==> images/clk_routes.png <==
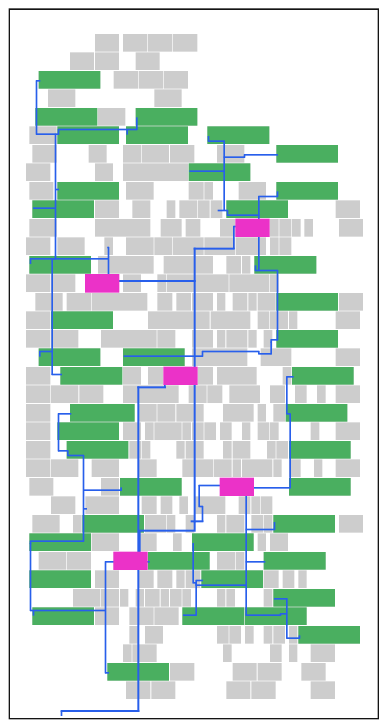
==> images/placement.png <==
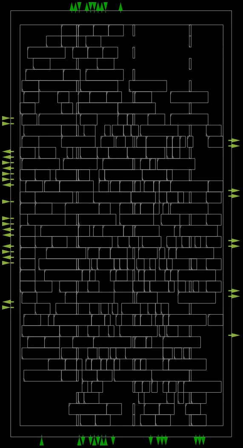
--- config.mk ---
export PLATFORM = sky130hd
export DESIGN_NAME = matmul_2x2_seq_ctrl
export DESIGN_NICKNAME = d
export VERILOG_FILES = /design/src/rtl/matmul_2x2_seq_ctrl.sv
export SDC_FILE = /design/constraint.sdc
export NUM_CORES = 1
export LEC_CHECK = 0
export CAP_MARGIN = 0
export CORE_ASPECT_RATIO = 2
export CORE_MARGIN = 2
export CORE_UTILIZATION = 45
export CTS_BUF_LIST = sky130_fd_sc_hd__clkbuf_8 sky130_fd_sc_hd__clkbuf_16
export DETAILED_ROUTE_END_ITERATION = 8
export HOLD_SLACK_MARGIN = 0.06
export PLACE_DENSITY = 0.77
export SLEW_MARGIN = 0
export SYNTH_ARGS = -nofsm -noshare
export SYNTH_HDL_FRONTEND = slang
export SYNTH_SLANG_ARGS = --single-unit
--- constraint.sdc ---
create_clock -name clk -period 4 [get_ports clk]
set_clock_uncertainty 0.05 [all_clocks]
set_input_delay 0.6 -clock clk [delete_from_list [all_inputs] [get_ports clk]]
set_output_delay 0.6 -clock clk [all_outputs]
set_load 0.03 [all_outputs]
--- src/rtl/matmul_2x2_seq_ctrl.sv ---
// Sequenced 2x2 A^T / A*A^T unit: one shared DW x DW multiplier and one accumulator
// stepped over the MAC loop (k innermost, then j, then i), valid/ready on both sides.
module matmul_2x2_seq_ctrl #(
    parameter int DW      = 4,
    parameter bit USE_SYM = 1'b0
) (
    input  logic            clk,
    input  logic            rst,
    input  logic            in_valid,
    output logic            in_ready,
    input  logic [4*DW-1:0] in_mat,
    output logic            out_valid,
    input  logic            out_ready,
    output logic [4*DW-1:0] out_trans,
    output logic [4*DW-1:0] out_prod,
    output logic            busy
);
    typedef enum logic [1:0] {S_IDLE, S_MAC, S_DONE} state_t;

    state_t          r_state;
    logic [4*DW-1:0] r_a;
    logic [2*DW:0]   r_acc;
    logic            r_i, r_j, r_k;
    logic            r_out_valid;
    logic [4*DW-1:0] r_trans;
    logic [4*DW-1:0] r_prod;

    // Packed slot of element [r][c] is 3-(2r+c), i.e. the bitwise inverse of {r,c}.
    function automatic logic [DW-1:0] elem(input logic [4*DW-1:0] m, input logic [1:0] idx);
        return m[int'(idx)*DW +: DW];
    endfunction

    logic [DW-1:0] w_aik, w_ajk;
    logic [2*DW:0] w_mul, w_acc_next;
    logic [1:0]    w_pidx;
    logic          w_last;

    assign w_aik      = elem(r_a, ~{r_i, r_k});
    assign w_ajk      = elem(r_a, ~{r_j, r_k});
    assign w_mul      = {{(DW+1){1'b0}}, w_aik} * {{(DW+1){1'b0}}, w_ajk};
    assign w_acc_next = (r_k ? r_acc : '0) + w_mul;
    assign w_pidx     = ~{r_i, r_j};
    assign w_last     = r_i & r_j & r_k;

    assign in_ready  = (r_state == S_IDLE) && !rst;
    assign busy      = (r_state != S_IDLE);
    assign out_valid = r_out_valid;
    assign out_trans = r_trans;
    assign out_prod  = r_prod;

    always_ff @(posedge clk or posedge rst) begin
        if (rst) begin
            r_state     <= S_IDLE;
            r_a         <= '0;
            r_acc       <= '0;
            r_i         <= 1'b0;
            r_j         <= 1'b0;
            r_k         <= 1'b0;
            r_out_valid <= 1'b0;
            r_trans     <= '0;
            r_prod      <= '0;
        end else begin
            case (r_state)
                S_IDLE: begin
                    if (in_valid) begin
                        r_a     <= in_mat;
                        r_trans <= {in_mat[3*DW +: DW], in_mat[DW +: DW],
                                    in_mat[2*DW +: DW], in_mat[0 +: DW]};
                        r_i     <= 1'b0;
                        r_j     <= 1'b0;
                        r_k     <= 1'b0;
                        r_state <= S_MAC;
                    end
                end
                S_MAC: begin
                    r_acc <= w_acc_next;
                    if (!r_k) begin
                        r_k <= 1'b1;
                    end else begin
                        r_k <= 1'b0;
                        r_prod[int'(w_pidx)*DW +: DW] <= w_acc_next[DW-1:0];
                        if (w_last) begin
                            r_state     <= S_DONE;
                            r_out_valid <= 1'b1;
                            // Symmetric mode never computes p10; mirror p01 into it.
                            if (USE_SYM) r_prod[DW +: DW] <= r_prod[2*DW +: DW];
                        end else if (!r_j) begin
                            r_j <= 1'b1;
                        end else begin
                            r_i <= 1'b1;
                            r_j <= USE_SYM;
                        end
                    end
                end
                S_DONE: begin
                    if (out_ready) begin
                        r_out_valid <= 1'b0;
                        r_state     <= S_IDLE;
                    end
                end
                default: r_state <= S_IDLE;
            endcase
        end
    end
endmodule
==> impl_report.txt <==
PHYSICAL IMPLEMENTATION REPORT
----------------------------------------------------
[Routing]
  Metal-1 WL ........................ 1750 µm
  Vias/cell ........................ 5.12
  Remaining number of nets flagged by the antenna check after routing ........................ 0
  Final routed wire length divided by cell count ........................ 14.8 µm
  Max Used Layer ........................ met4
  Number of design-rule violations left by the first detailed-router iteration ........................ 26
  Wire length on met3 ........................ 159 µm

[Layout]
  Largest contributor to cell area by class ........................ combinational gates
  Diodes inserted ........................ 0
  Number of standard cells in the final layout excluding fillers ........................ 333
  Final design utilization ........................ 63.2%
  Seq cells ........................ 42
  Multi-input gate share of the layout cell area ........................ 37.7%
  Number of ordinary inverters in the final layout ........................ 8
  Fraction of area in registers ........................ 34.2%
  Fraction of final layout cells sized beyond drive strength 1 ........................ 20.7%
  Commonest non-fill, non-tap cell in the layout ........................ sky130_fd_sc_hd__clkdlybuf4s50_1
  P&R area growth vs syn ........................ 36.5%
  Final net count ........................ 308
  Number of multi-input logic gates ........................ 147
  Share of final layout cell area taken by non-clock buffers ........................ 21.8%
  Bufs w/o clock ........................ 71
  Tally of filler cells in the layout ........................ 394
  Seq. cell area ........................ 0.00105 mm²
  Clk_buf instances ........................ 6

[STA]
  Headroom to the max-slew limit ........................ 52.4%
  Minimum period implied by the final worst setup slack ........................ 3.92 ns
  Final critical-path share of the clock period ........................ 98.1%
  Final-report hold violation count ........................ 0
  F_max ........................ 0.255 GHz
  Final setup margin ........................ 0.0760 ns
  Setup-violating endpoint count in the final report ........................ 0
  Slew Viols, Final ........................ 0
  Setup TNS ........................ 0 ns

[Setup path]
  Critical path capture point ........................ out_prod[11]
  Required time at the endpoint of the critical path ........................ 4.15 ns
  Setup slack on the worst flop-to-flop path ........................ 0.08 ns
  Data arrival time of the critical path ........................ 4.08 ns
  Cell class contributing the biggest share of worst-path delay ........................ adder cells
  Endpoint of the lowest-slack register-to-register path ........................ out_prod[11]
  Crit path kind ........................ reg2reg
  R2R cell count ........................ 13
  Critical path capture point type ........................ flop
  Series of cell instances along the critical path ........................ mux4_2 > and2_1 > ha_4 > ha_4 > fa_1 > inv_1 > fa_2 > xor2_2 > xnor2_1 > xnor2_1 > xnor2_2 > xnor2_2 > o31ai_1
  Largest fanout on the critical path ........................ 6
  Critical Path Max Stage Delay ........................ 0.54 ns
  Startpoint of the worst setup timing path ........................ r_k
  Startpoint of the worst-slack reg-to-reg timing path ........................ r_k

[Global routing]
  Global Route Usage Sum ........................ 19.7%
  Most Used Layer, Global Route ........................ met2
  GR Layer Usage met2 ........................ 35.9%
  Via count of the first global-routing pass ........................ 1771
  Residual overflow from global routing ........................ 0
  Met1 Resource Use GR ........................ 20.5%
  Met3 Resource Use GR ........................ 3.45%
  First-pass GRT wire length ........................ 8080 µm

[Die]
  Horiz. Die Dim ........................ 54.1 µm
  Count of boundary I/O pins ........................ 55
  Total die area ........................ 0.00563 mm²
  Initial cell density of the core ........................ 46.3%
  Die span in y ........................ 104 µm

[Yosys]
  Post-synth net total ........................ 237
  And-or/or-and share of the synthesized area ........................ 7.38%
  Number of flip-flops and latches in the synthesized netlist ........................ 42
  Mean instance size in the synthesized netlist ........................ 11.1 µm²
  Synth logic family ........................ multiplexers
  XORs/XNORs by Area ........................ 3.44%
  Yosys cell count ........................ 204
  Post-synth ARST share ........................ 100%
  Number of library cell types mapped by synthesis ........................ 34
  Largest area contributor in the netlist ........................ sky130_fd_sc_hd__dfrtp_1
  Post-synth area hogs ........................ sky130_fd_sc_hd__dfrtp_1 (47%), sky130_fd_sc_hd__mux2_2 (9.5%), sky130_fd_sc_hd__nand2_1 (6.7%), sky130_fd_sc_hd__ha_1 (6.1%), sky130_fd_sc_hd__mux4_1 (5.8%)
  Count of yosys warnings during synthesis ........................ 0
  Most used standard cells in the synthesized netlist ........................ sky130_fd_sc_hd__dfrtp_1 (42), sky130_fd_sc_hd__nand2_1 (40), sky130_fd_sc_hd__mux2_2 (19), sky130_fd_sc_hd__o21ai_0 (16), sky130_fd_sc_hd__ha_1 (11)

[Clock tree]
  Number of CTS-inserted buffers ........................ 5
  H-tree Lvls ........................ 2
  Clock tree buffer depth ........................ 2
  Number of hold buffers added after cts ........................ 0
  Post-CTS Repair Setup Buffers ........................ 0
  TritonCTS clock tree ........................ built
  Number of sinks handled by clock tree synthesis ........................ 42
  Quantity of gates resized following cts ........................ 9

[Placed design]
  Weighted congestion reported at the end of routability-driven placement ........................ 0.842
  Placed wire-length estimate ........................ 3860 µm
  Number of placed cells counting well taps ........................ 325
  Placement Cell Area ........................ 0.00296 mm²

[Worst hold path]
  HP Start ........................ out_prod[11]
  Min-delay worst type ........................ reg2reg
  Hold Path Stages ........................ 2

[Status]
  Result of the run ........................ finished, final reports clean

[Flow run]
  Tally of max-capacitance violations ........................ 0

----------------------------------------------------
Back to the opening pictures, clk_routes.png:
Key: magenta = clock drivers [count 5]; green = flip-flops [count 42]; blue = clock wires [length 506 µm]
Position of the flops: spread over the die. There are 6 routed clock nets.
clock latency reported for the late side of the worst-skew pair: 0.29 ns

Back to the opening pictures, placement.png:
number of rows created at floorplan: 36
CORE AREA: 0.00486 mm²
n_taps: 57

